`config.mk`:
```
export PLATFORM = sky130hd
export DESIGN_NAME = pb_conditioner
export DESIGN_NICKNAME = d
export VERILOG_FILES = /design/src/rtl/pb_conditioner.sv
export SDC_FILE = /design/constraint.sdc
export NUM_CORES = 1
export LEC_CHECK = 0
export CORE_AREA = 2 2 77 97
export DETAILED_ROUTE_END_ITERATION = 7
export DIE_AREA = 0 0 79 99
export PLACE_DENSITY = 0.85
export SETUP_SLACK_MARGIN = 0.02
export SLEW_MARGIN = 10
export SYNTH_ARGS = -nofsm -noshare
export SYNTH_HDL_FRONTEND = slang
export SYNTH_SLANG_ARGS = --single-unit
```
`constraint.sdc`:
```
create_clock -name clk -period 5.5 [get_ports clk]
set_input_delay 1.1 -clock clk [delete_from_list [all_inputs] [get_ports clk]]
set_output_delay 1.1 -clock clk [all_outputs]
set_load 0.05 [all_outputs]
```
`src/rtl/pb_conditioner.sv`:
```
// rtl/pb_conditioner.sv - pushbutton synchroniser, debouncer and press/release pulse generator
// Define PB_REPEAT_EN to add auto-repeat pb_press pulses while a button is held.
module pb_conditioner #(
  parameter int NUM_BTN           = 4,
  parameter int DEBOUNCE_CYC      = 1000000,
  parameter int PB_ACTIVE_LOW     = 1,
  parameter int REPEAT_DELAY_CYC  = 25000000,
  parameter int REPEAT_PERIOD_CYC = 5000000
) (
  input  logic               clk,
  input  logic               rst,
  input  logic [NUM_BTN-1:0] pb_raw,
  output logic [NUM_BTN-1:0] pb_level,
  output logic [NUM_BTN-1:0] pb_press,
  output logic [NUM_BTN-1:0] pb_release
);

  localparam int                 CW       = $clog2(DEBOUNCE_CYC + 1);
  localparam logic [CW-1:0]      CNT_LAST = CW'(DEBOUNCE_CYC - 1);
  localparam logic [NUM_BTN-1:0] REL_PIN  = (PB_ACTIVE_LOW != 0) ? {NUM_BTN{1'b1}} : {NUM_BTN{1'b0}};

  typedef enum logic [1:0] {IDLE, PEND_PRESS, PRESSED, PEND_RELEASE} btn_state_e;

  logic [NUM_BTN-1:0] sync1_q, sync1_d, sync2_q, sync2_d;
  logic [NUM_BTN-1:0] level_q, level_d, press_q, press_d, release_q, release_d;
  logic [NUM_BTN-1:0] s, stable, acc_press, acc_release, rpt_pulse;
  btn_state_e         state_q [NUM_BTN];
  btn_state_e         state_d [NUM_BTN];
  logic [CW-1:0]      cnt_q   [NUM_BTN];
  logic [CW-1:0]      cnt_d   [NUM_BTN];

  assign pb_level   = level_q;
  assign pb_press   = press_q;
  assign pb_release = release_q;

  // s is 1 when the synchronised pin reads "pressed", whatever the board polarity
  always_comb begin
    sync1_d = pb_raw;
    sync2_d = sync1_q;
    s       = sync2_q ^ REL_PIN;
    for (int i = 0; i < NUM_BTN; i++) begin
      stable[i]      = (state_q[i] == PRESSED) || (state_q[i] == PEND_RELEASE);
      state_d[i]     = state_q[i];
      cnt_d[i]       = cnt_q[i];
      acc_press[i]   = 1'b0;
      acc_release[i] = 1'b0;
      if (s[i] == stable[i]) begin
        cnt_d[i]   = '0;
        state_d[i] = stable[i] ? PRESSED : IDLE;
      end else if (cnt_q[i] == CNT_LAST) begin
        cnt_d[i]       = '0;
        state_d[i]     = s[i] ? PRESSED : IDLE;
        acc_press[i]   = s[i];
        acc_release[i] = ~s[i];
      end else begin
        cnt_d[i]   = cnt_q[i] + CW'(1);
        state_d[i] = stable[i] ? PEND_RELEASE : PEND_PRESS;
      end
    end
    level_d   = (stable & ~acc_release) | acc_press;
    press_d   = acc_press | rpt_pulse;
    release_d = acc_release;
  end

  always_ff @(posedge clk) begin
    if (!rst) begin
      sync1_q   <= REL_PIN;
      sync2_q   <= REL_PIN;
      level_q   <= '0;
      press_q   <= '0;
      release_q <= '0;
      for (int i = 0; i < NUM_BTN; i++) begin
        state_q[i] <= IDLE;
        cnt_q[i]   <= '0;
      end
    end else begin
      sync1_q   <= sync1_d;
      sync2_q   <= sync2_d;
      level_q   <= level_d;
      press_q   <= press_d;
      release_q <= release_d;
      for (int i = 0; i < NUM_BTN; i++) begin
        state_q[i] <= state_d[i];
        cnt_q[i]   <= cnt_d[i];
      end
    end
  end

`ifdef PB_REPEAT_EN
  localparam int RW = $clog2(((REPEAT_DELAY_CYC > REPEAT_PERIOD_CYC) ?
                              REPEAT_DELAY_CYC : REPEAT_PERIOD_CYC) + 1);

  logic [RW-1:0]      rpt_cnt_q [NUM_BTN];
  logic [RW-1:0]      rpt_cnt_d [NUM_BTN];
  logic [NUM_BTN-1:0] rpt_first_q, rpt_first_d;

  // rpt_first selects the long initial delay; later pulses use the shorter period
  always_comb begin
    for (int i = 0; i < NUM_BTN; i++) begin
      rpt_cnt_d[i]   = rpt_cnt_q[i];
      rpt_first_d[i] = rpt_first_q[i];
      rpt_pulse[i]   = 1'b0;
      if (acc_press[i]) begin
        rpt_cnt_d[i]   = '0;
        rpt_first_d[i] = 1'b1;
      end else if (!stable[i] || acc_release[i]) begin
        rpt_cnt_d[i]   = '0;
        rpt_first_d[i] = 1'b0;
      end else if (rpt_first_q[i] ? (rpt_cnt_q[i] == RW'(REPEAT_DELAY_CYC - 1))
                                  : (rpt_cnt_q[i] == RW'(REPEAT_PERIOD_CYC - 1))) begin
        rpt_pulse[i]   = 1'b1;
        rpt_cnt_d[i]   = '0;
        rpt_first_d[i] = 1'b0;
      end else begin
        rpt_cnt_d[i] = rpt_cnt_q[i] + RW'(1);
      end
    end
  end

  always_ff @(posedge clk) begin
    if (!rst) begin
      rpt_first_q <= '0;
      for (int i = 0; i < NUM_BTN; i++) rpt_cnt_q[i] <= '0;
    end else begin
      rpt_first_q <= rpt_first_d;
      for (int i = 0; i < NUM_BTN; i++) rpt_cnt_q[i] <= rpt_cnt_d[i];
    end
  end
`else
  assign rpt_pulse = '0;
`endif

endmodule

```
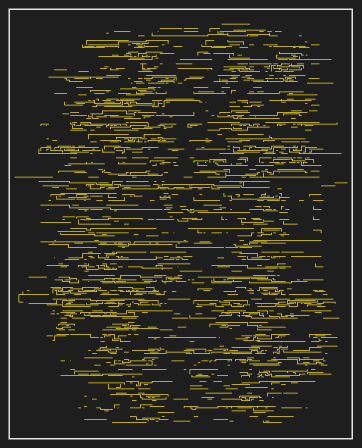
*The metal 1 layer, run 1*
- main direction: horizontal
- longest straight run: 20.7 um
- nets with wire on the layer: 475

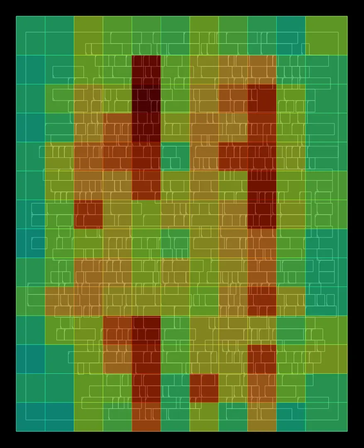
*Routing congestion map, run 1*
Global Route met2 Usage: 39.8%
met3 capacity usage during global routing: 3.02%
final core utilization: 69.2%
busiest layer in global routing: met2

==> notes.md, run 1 <==
Reports from this run.

- The number of sequential storage elements reads ~100.
- In this run the register-to-register setup slack is 3.29 ns.
- The combinational family with the most area after synthesis reads simple AND/OR/NAND/NOR gates.
- The most area-hungry cell type in the Yosys netlist reads sky130_fd_sc_hd__dfxtp_1.
- The die width reads 79 um.
- The setup slack of the critical path after layout is 2.74 ns.
- Counting only logic cells after layout, the most numerous master is sky130_fd_sc_hd__dfxtp_1.
- The share of the synthesized netlist area taken by xor and xnor gates reads 9.94%.
- The CTS tree is built.
- The vias per cell reads 5.88.
- The power density of the placed cells reads 274 mW/mm2.
- The most instantiated library cell after synthesis is sky130_fd_sc_hd__dfxtp_1.
- The switching part of the total reads 20.7%.
- The non-clock inverter total of the final layout is 12.
- The count of unique library cells instantiated by Yosys is 47.
- The compound-cell area share of the yosys netlist is slightly below 9%.
- Looking at hold timing, the worst path starts from sync1_q[2].
- The critical path start-end classification reads reg2out.
- The clock network power is 563 uW.
- The part of the total power dissipated in combinational logic is 1.3%.
- STA shows the worst reg2reg path with a cell count of 5.
- The pre-CTS setup check shows a worst slack of 2.56 ns.
- The minimum clock period is ~2.8 ns.
- The area fraction of the dominant cell type after synthesis reads 46.4%.
- STA classifies the critical path startpoint as a flop.
- The maximum number of pins on one net before global-route repair is 21.
- The multi-input logic portion of the cell area is 45.7%.
- The end-of-flow timing check tallies setup violations at 0.
- The total half-perimeter wirelength after legalization and detailed placement reads 5.70 mm.
- After floorplanning, the core was sized to cover 0.00689 mm2.
- The share of synthesized cell area in and, or, nand and nor gates is 30.5%.
- The placed standard-cell area reads around 0.0045 mm2.
- The transition time at the pin with the least slew margin reads 0.581 ns.
- The kind of cell adding the most delay to the critical path is buffers and inverters.
- The area growth from synthesis to layout is 10.5%.
- The number of nets with antenna violations after routing is 0.
- Buffers placed on the I/O ports in this run total 17.
- Per the final report, max-transition violations number 0.
- For this run, the number of Yosys warnings is 0.
- According to the Yosys statistics, the synthesized design has a chip area of roughly 0.0043 mm2.
- The post-synthesis register bit count is about 100.
- The placer congestion estimate is 0.880.
- The static leakage power reads between 1 and 1.5 nW.
- Clock cells make up 5.17% of the layout cell area.
- The number of logic stages on the critical path including buffering reads 1.
- After synthesis, the most frequently instantiated cells are 100 x sky130_fd_sc_hd__dfxtp_1, 67 x sky130_fd_sc_hd__nor2_1, 31 x sky130_fd_sc_hd__xor2_1.
- The worst hold margin reads 0.414 ns.
- The clock drives 100 sinks.
- The worst min-delay path category reads reg2reg.
- The mean instance size in the synthesized netlist is 8.88 um2.
- The net count after synthesis is just under 500.
- The internal power consumption reads 1.04 mW.
- In this run the clock root is driven by a sky130_fd_sc_hd__clkbuf_8.
- The die covers 0.00782 mm2.
- The count of cells along the worst hold path is 1.
- The start of the worst register-to-register path is cnt_q[0][13].
- The via count of the first global-routing pass reads 3,306.
- The diode insertion count for antenna repair is 0.
- The relative max-transition margin is approximately three fifths.
- The sum of internal, switching and leakage power is 1.31 mW.
- The post-synth count of flops with an enable pin is 0.
- The sequential area share after synthesis is 46.4%.
- The final net count is 507.
- The final global-route overflow total reads 0.
- The die is 99 um tall.
- The end point of the critical path is pb_level[1].
- The required time reported for the critical path endpoint reads 4.40 ns.
- The post-synthesis cell count from yosys is 486.
- The post-cts hold buffer count reads 0.
- The number of H-tree levels is 3.
- The total combinational power is ~17 uW.
- The via count is 3,480.
- Per the TritonCTS log, the buffer count is 9.
- The largest part of the power goes to registers.
- Summed over all failing endpoints, the final setup total negative slack is 0 ns.
- The maximum single-stage delay on the critical path reads 0.85 ns.
- The area of the mapped netlist is 0.00432 mm2.
- At the later pin of the worst-skew pair, clock insertion delay measures about 0.37 ns.
- Ranked by total cell area, the synthesized netlist is headed by sky130_fd_sc_hd__dfxtp_1 46%, sky130_fd_sc_hd__xor2_1 6.3%, sky130_fd_sc_hd__nor2_1 5.8%, sky130_fd_sc_hd__xnor2_1 3.7%, sky130_fd_sc_hd__nand4_1 3.3%.
- The boundary pin count is 18.
- Once layout is complete, the cells apart from fillers number a little under 600.
- TritonRoute output was used to compute an average wire per cell of 14.3 um.
- The residual DRC count reads 0.
- Non-clock buffering takes up under 10% of total cell area after layout.
- The net switching power in the latest report is 270 uW.
- The combined buffer and inverter count along the critical path is 1.
- The fill cell instance count of the final layout is 555.
- The highest clock rate reads 362 MHz.
- The standard-cell row count reads 34.
- The clock edge transition at the registers on the reported setup and hold paths is around 0.10 ns.
- The report lists the cells along the critical path as clkdlybuf4s50_1.
- The run finished with clean final reports.
- Among all flip-flop cells after synthesis, the most frequent one is sky130_fd_sc_hd__dfxtp_1.
- The number of multi-input combinational cells in the layout reads about 360.
- The number of detailed-route iterations in the first pass reads 5.
- The detailed router's first-iteration violation count reads 177.
- The logic area reads approximately 0.0022 mm2.
- The kind of capture point of the worst setup path is an output pin.
- The global routing report lists combined usage of all routing layers as 22.4%.
- The number of placed instances, taps included, is about 580.
- At the floorplan stage, the core utilization is reported as 62.7%.
- The number of gates resized after cts reads 0.
- The maximum fanout encountered on the critical timing path reads 5.
- The number of warnings reported in the stage logs is 26.
- The multiplexer fraction of the synthesized cell area is 0%.
- The final layout contains routed wiring with a total length of 8.47 mm.
- In the final layout, the share of cells above drive strength 1 is about 6%.
- The count of buffers not belonging to the clock network in the layout reads 19.
- The share of the clock period used by the worst path reads 50.2%.
- Counting endpoints that fail hold in the final report gives 0.
- CTS reports a maximum clock tree buffer depth of 2.
- For this floorplan the total number of well-tap instances is 90.
- The first global-routing pass estimated 14.2 mm of wire.
- On the critical path the data arrives at ~1.7 ns.
- The share of total power dissipated in sequential elements is 55.7%.
- The highest-delay cell along the critical path is sky130_fd_sc_hd__clkdlybuf4s50_1.
- The reg-to-reg endpoint is cnt_q[0][1].
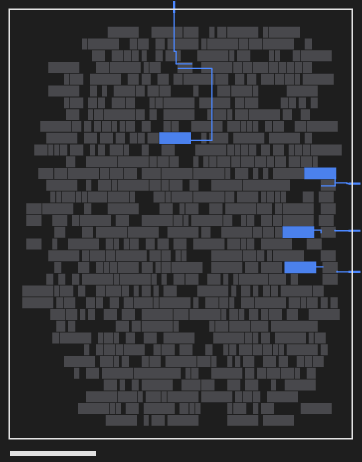
*Nets reached from selected ports, run 1*
Scale bar: 20 um.
- pb_press: blue (bits 4; direction output; edge 3 right, 1 top; end cells 4; buffers 4; wire 66.9 um)

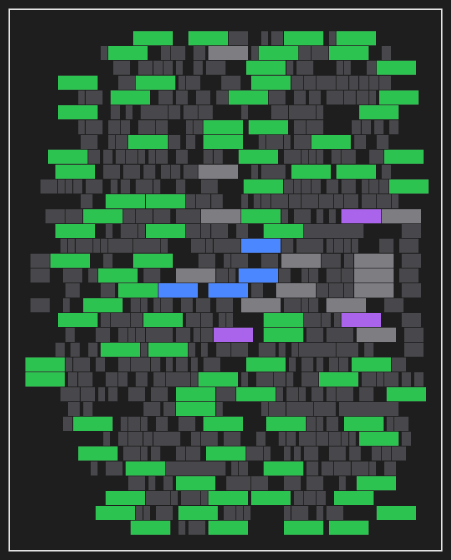
*Sequential cells grouped by signal name, run 1*
Other sequential cells in the stronger grey, the rest of the logic in the fainter grey.
- state_q: purple (flops 3)
- cnt_q: green (flops 80; where spread over the die)
- sync1_q: blue (flops 4; where centre)
Flop area: 0.00200 mm2
sequential fraction of total cell area: 42.0%
sequential-cell power consumption: 729 uW

## run 1: state kept, by name, indices dropped and copies added (netlist names)
name        flops
sync2_q         4
state_q         3
sync1_q         4
pb_level        1
pb_press        4
pb_release      4
cnt_q          80
## run 1: logic make-up (layout without fill, tap and decap cells)
| logic type | after synthesis | count (layout) |
|---|---|---|
| simple gates | 239 | 239 |
| xor+xnor | 49 | 49 |
| flops | 100 | 100 |
| fa+ha+maj | 4 | 4 |
| buf+inv | 31 | 47 |
| compound gates | 63 | 63 |
## run 1: layer usage
layer	global-route usage, %	wire [um]
met1	26.0	3750
met3	3.02	241
met2	39.8	4340
met4	11.4	144
met5	0	0
### Clock distribution, run 1

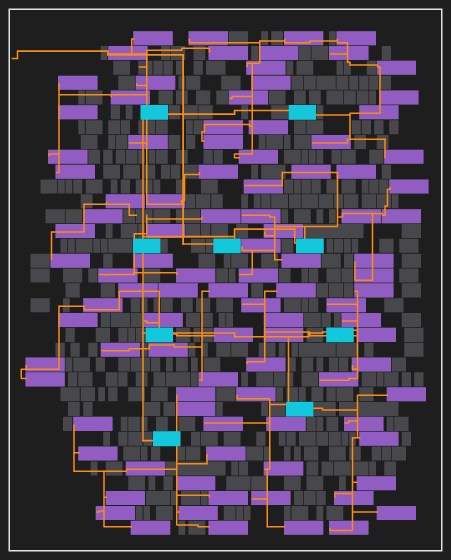

==> run 2, diff against run 1 <==
--- a/config.mk
+++ b/config.mk
@@ -5,10 +5,10 @@
 export SDC_FILE = /design/constraint.sdc
 export NUM_CORES = 1
 export LEC_CHECK = 0
-export CORE_AREA = 2 2 77 97
+export CORE_AREA = 2 2 83 105
 export DETAILED_ROUTE_END_ITERATION = 7
-export DIE_AREA = 0 0 79 99
-export PLACE_DENSITY = 0.85
+export DIE_AREA = 0 0 85 107
+export PLACE_DENSITY = 0.77
 export SETUP_SLACK_MARGIN = 0.02
 export SLEW_MARGIN = 10
 export SYNTH_ARGS = -nofsm -noshare
==> constraint.sdc (replaced) <==
create_clock -name clk -period 2.3 [get_ports clk]
set_input_delay 0.46 -clock clk [delete_from_list [all_inputs] [get_ports clk]]
set_output_delay 0.46 -clock clk [all_outputs]
set_load 0.05 [all_outputs]
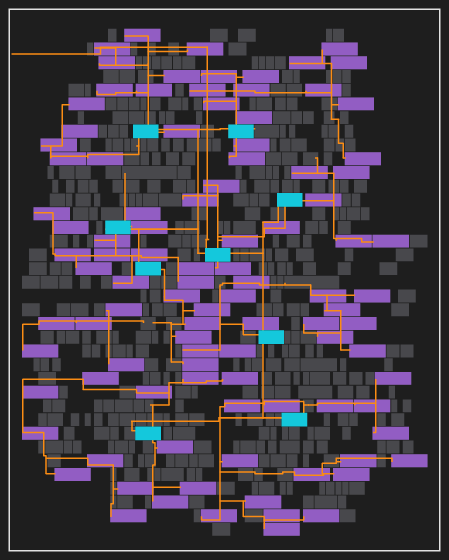
*Clock distribution, run 2*
- clock wires: orange (length 1,060 um)
- clock-net drivers: cyan (count 9)
- flip-flops: purple (count 100)
- routed clock nets: 10
clock group total power: 1.23 mW
Clk Latency, worst-skew pair: 0.36 ns
clock share of power: 40.7%
worst clock skew: 0.0138 ns

==> notes.md, run 2 <==
Reports from this run.

- The clock sink total reads 100 (unchanged).
- The average wire per standard cell reads 13.4 um (-6.6%).
- The stage-log warning count reads 26 (unchanged).
- The max-slew violation count is 0 (unchanged).
- The final tally of setup violations is 0 (unchanged).
- The compound-cell area share of the yosys netlist is 8.81% (unchanged).
- The multiplexer fraction of the synthesized cell area reads 0% (unchanged).
- The number of H-tree levels is 3 (unchanged).
- The standard-cell row count is 37 (+8.8%).
- The kind of capture point of the worst setup path reads an output pin.
- By instance count after routing, the leading logic cell type is sky130_fd_sc_hd__dfxtp_1.
- The first-pass GRT wire length reads 14.2 mm (about the same).
- The area of the mapped netlist is 0.00432 mm2 (unchanged).
- The start of the worst register-to-register path is cnt_q[0][13].
- The placement-stage worst setup slack was 0.199 ns (-2.36 ns).
- The post-route met1 wirelength reads 3.61 mm (-3.8%).
- In this run, the synthesized area fraction spent on adder and majority cells is recorded as 1.16%.
- The timing report shows that the slowest cell on the worst path is sky130_fd_sc_hd__clkdlybuf4s50_1.
- The kind of cell adding the most delay to the critical path is buffers and inverters.
- The area fraction of the dominant cell type after synthesis reads 46.4% (unchanged).
- The number of gates resized after cts reads 0 (unchanged).
- The placed standard-cell area was 0.00460 mm2 (+1.6%).
- The maximum single-stage delay on the critical path is 0.84 ns (about the same).
- The count of unique library cells instantiated by Yosys is 47 (unchanged).
- The flow ran to the end, and the final reports show no timing, DRC or antenna violations.
- The height of the chip is 107 um (+8.1%).
- Setup repair after global routing left no endpoint under its margin.
- The reg-to-reg endpoint is cnt_q[0][19].
- The number of nets with antenna violations after routing reads 0 (unchanged).
- The area growth from synthesis to layout is 11.7%.
- The sequential area share after synthesis is 46.4% (unchanged).
- The worst min-delay path category reads reg2reg.
- The register bank with the most flops is cnt_q.
- The sum of internal, switching and leakage power is 3.02 mW (+130%).
- The main area contributors are sky130_fd_sc_hd__dfxtp_1 46%, sky130_fd_sc_hd__xor2_1 6.3%, sky130_fd_sc_hd__nor2_1 5.8%, sky130_fd_sc_hd__xnor2_1 3.7%, sky130_fd_sc_hd__nand4_1 3.3%.
- The required time reported for the critical path endpoint is 1.84 ns (-2.56 ns).
- The vias per cell was 5.74 (-2.3%).
- The final cell area excluding filler cells is 0.00482 mm2.
- The final core utilization came to 59.5% (-9.7 points).
- The worst hold margin is 0.409 ns (-0.00487 ns).
- The die width is 85 um (+7.6%).
- Static timing analysis puts the maximum clock frequency at around 480 MHz.
- The residual DRC count reads 0 (unchanged).
- The number of nets produced by synthesis is 496 (unchanged).
- The final net count was 514 (+1.4%).
- The combinational family with the most area after synthesis reads simple AND/OR/NAND/NOR gates.
- The critical path data arrival time came to 1.62 ns (-0.04 ns).
- The chip area reads 0.00910 mm2 (+16%).
- The worst reg-to-reg setup slack reads 0.24 ns (-3.05 ns).
- The total half-perimeter wirelength after legalization and detailed placement is 5.82 mm (+2.1%).
- The post-cts hold buffer count reads 0 (unchanged).
- The fraction of met3 tracks used by global routing reads 4.39% (+1.4 points).
- The starting density of the core reads 53.3% (-9.4 points).
- The post-synthesis register bit count came to 100 (unchanged).
- The final-report hold violation count reads 0 (unchanged).
- The met2 track demand over resource in global routing is 32.1% (-7.6 points).
- The startpoint identified for the worst hold timing path is sync1_q[2].
- The mean instance size in the synthesized netlist is 8.88 um2 (unchanged).
- Leaving out fill and tap cells, the most frequent cells in the layout are 100 x sky130_fd_sc_hd__dfxtp_1, 67 x sky130_fd_sc_hd__nor2_1, 31 x sky130_fd_sc_hd__xor2_1.
- The fraction of registers with async set or reset after synthesis is 0%.
- The post-synthesis cell count from yosys is 486 (unchanged).
- According to the timing report, the critical path is captured at pb_level[1].
- The root buffer cell reads sky130_fd_sc_hd__clkbuf_8.
- The setup TNS after final layout was 0 ns (unchanged).
- The number of warning messages in the yosys log is 0 (unchanged).
- The global routing's busiest layer reads met2.
- The clock edge transition at the registers on the reported setup and hold paths reads 0.09 ns (about the same).
- The most instantiated library cell after synthesis reads sky130_fd_sc_hd__dfxtp_1.
- The count of cells along the worst hold path reads 1 (unchanged).
- The fraction of met1 tracks used by global routing is 22.4% (-3.6 points).
- The setup slack of the critical path after layout came to 0.218 ns (-2.52 ns).
- The share of the clock period used by the worst path reads 90.5%.
- The minimum clock period reads 2.08 ns.
- The via count reads 3,480 (unchanged).
- The combined buffer and inverter count along the critical path is 1 (unchanged).
- The worst reg2reg path depth was 5 (unchanged).
- The number of buffers inserted during clock tree synthesis was 9 (unchanged).
- The via count of the first global-routing pass is 3,332 (+0.79%).
- The worst setup path is launched from a flop.
- The share of final-layout standard cells stronger than drive strength 1 reads 7.27% (+1.3 points).
- The static leakage power came to 1.49 nW (+2.7%).
- By count the netlist is led by 100 x sky130_fd_sc_hd__dfxtp_1, 67 x sky130_fd_sc_hd__nor2_1, 31 x sky130_fd_sc_hd__xor2_1.
- Tracing the worst setup path back leads to its startpoint at pb_level[1].
- The buffer depth of the longest clock path reads 2 (unchanged).
- The overall routed net length is 8.10 mm (-4.4%).
- The number of detailed-route iterations in the first pass is 5 (unchanged).
- The diode insertion count for antenna repair reads 0 (unchanged).
- The CTS tree is built.
- The number of logic stages on the critical path including buffering is 1 (unchanged).
- The maximum number of pins on one net before global-route repair is 19 (-9.5%).
- The met3 wire length is 304 um (+26%).
- The detailed router's first-iteration violation count reads 109 (-38%).
- The total instance count after detailed placement was 590 (+2.4%).
- The count of flip-flops with a built-in enable after synthesis is 0 (unchanged).
- The share of the synthesized netlist area taken by xor and xnor gates reads 9.94% (unchanged).
- The maximum fanout encountered on the critical timing path reads 5 (unchanged).
- The commonest register cell after synthesis reads sky130_fd_sc_hd__dfxtp_1.
- The share of synthesized cell area in and, or, nand and nor gates is 30.5% (unchanged).
- The transition time at the pin with the least slew margin reads 0.568 ns (-0.0133 ns).
- The worst IR drop on VDD is 0.418 mV.
- The combined global-route utilization of all metal layers reads 18.8% (-3.6 points).
- The placer congestion estimate reads 0.808 (-8.2%).
- The non-filler instance count after layout is 606 (+2.4%).
- The highest signal layer in the routed design reads met4.
- The power density of the placed cells came to 626 mW/mm2 (+130%).
- The most area-hungry cell type in the Yosys netlist is sky130_fd_sc_hd__dfxtp_1.
- The core box area is 0.00810 mm2 (+18%).
- The final global-route overflow total is 0 (unchanged).
- The flip-flop count of the largest register, all copies and words added reads 80 (unchanged).
- The length of routed met2 wiring is 4.04 mm (-6.8%).
- Per STA, the worst path is made up of clkdlybuf4s50_1.
- The critical path start-end classification reads reg2out.
- The chip area from the yosys synthesis statistics reads 0.00432 mm2 (unchanged).
- The relative max-transition margin reads 62.1% (+1.2 points).
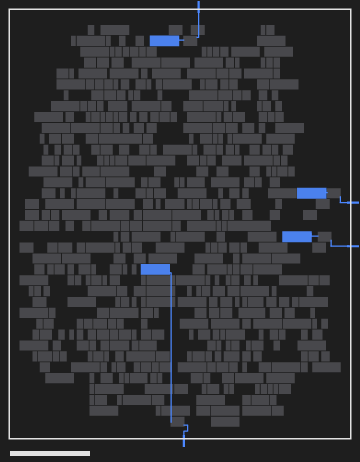
*Nets reached from selected ports, run 2*
Scale bar: 20 um.
- pb_press: blue (bits 4; direction output; edge 2 right, 1 top, 1 bottom; end cells 4; buffers 4; wire 64.8 um)
number of input and output port buffers inserted: 17
IO Pins: 18

## run 2: cell types whose count changed in the layout (fill, tap and decap cells not counted), sizes merged
cell	before	now
clkinv	1	4
clkinvlp	2	0
inv	13	12
clkbuf	9	10
buf	2	9
bufinv	3	2
## run 2: final cells by class
type | count | area [um2]
fillers | 692 | 3280
multi-input cells | 355 | 2180
flip-flops and latches | 100 | 2000
repair buffers | 26 | 250
clock buffers | 10 | 138
well taps | 97 | 121
clock inverters | 6 | 87.6
inverters | 12 | 45.0
## run 2: power by group
group          total [mW]  leakage, nW  switching [mW]  internal, mW
Clock                1.23        0.116           0.587         0.643
Sequential           1.74        0.807         0.00555          1.74
Combinational      0.0442        0.569          0.0229        0.0214
Total                3.02         1.49           0.615          2.40
No activity file was given, so power comes from the tool's default toggle rates.
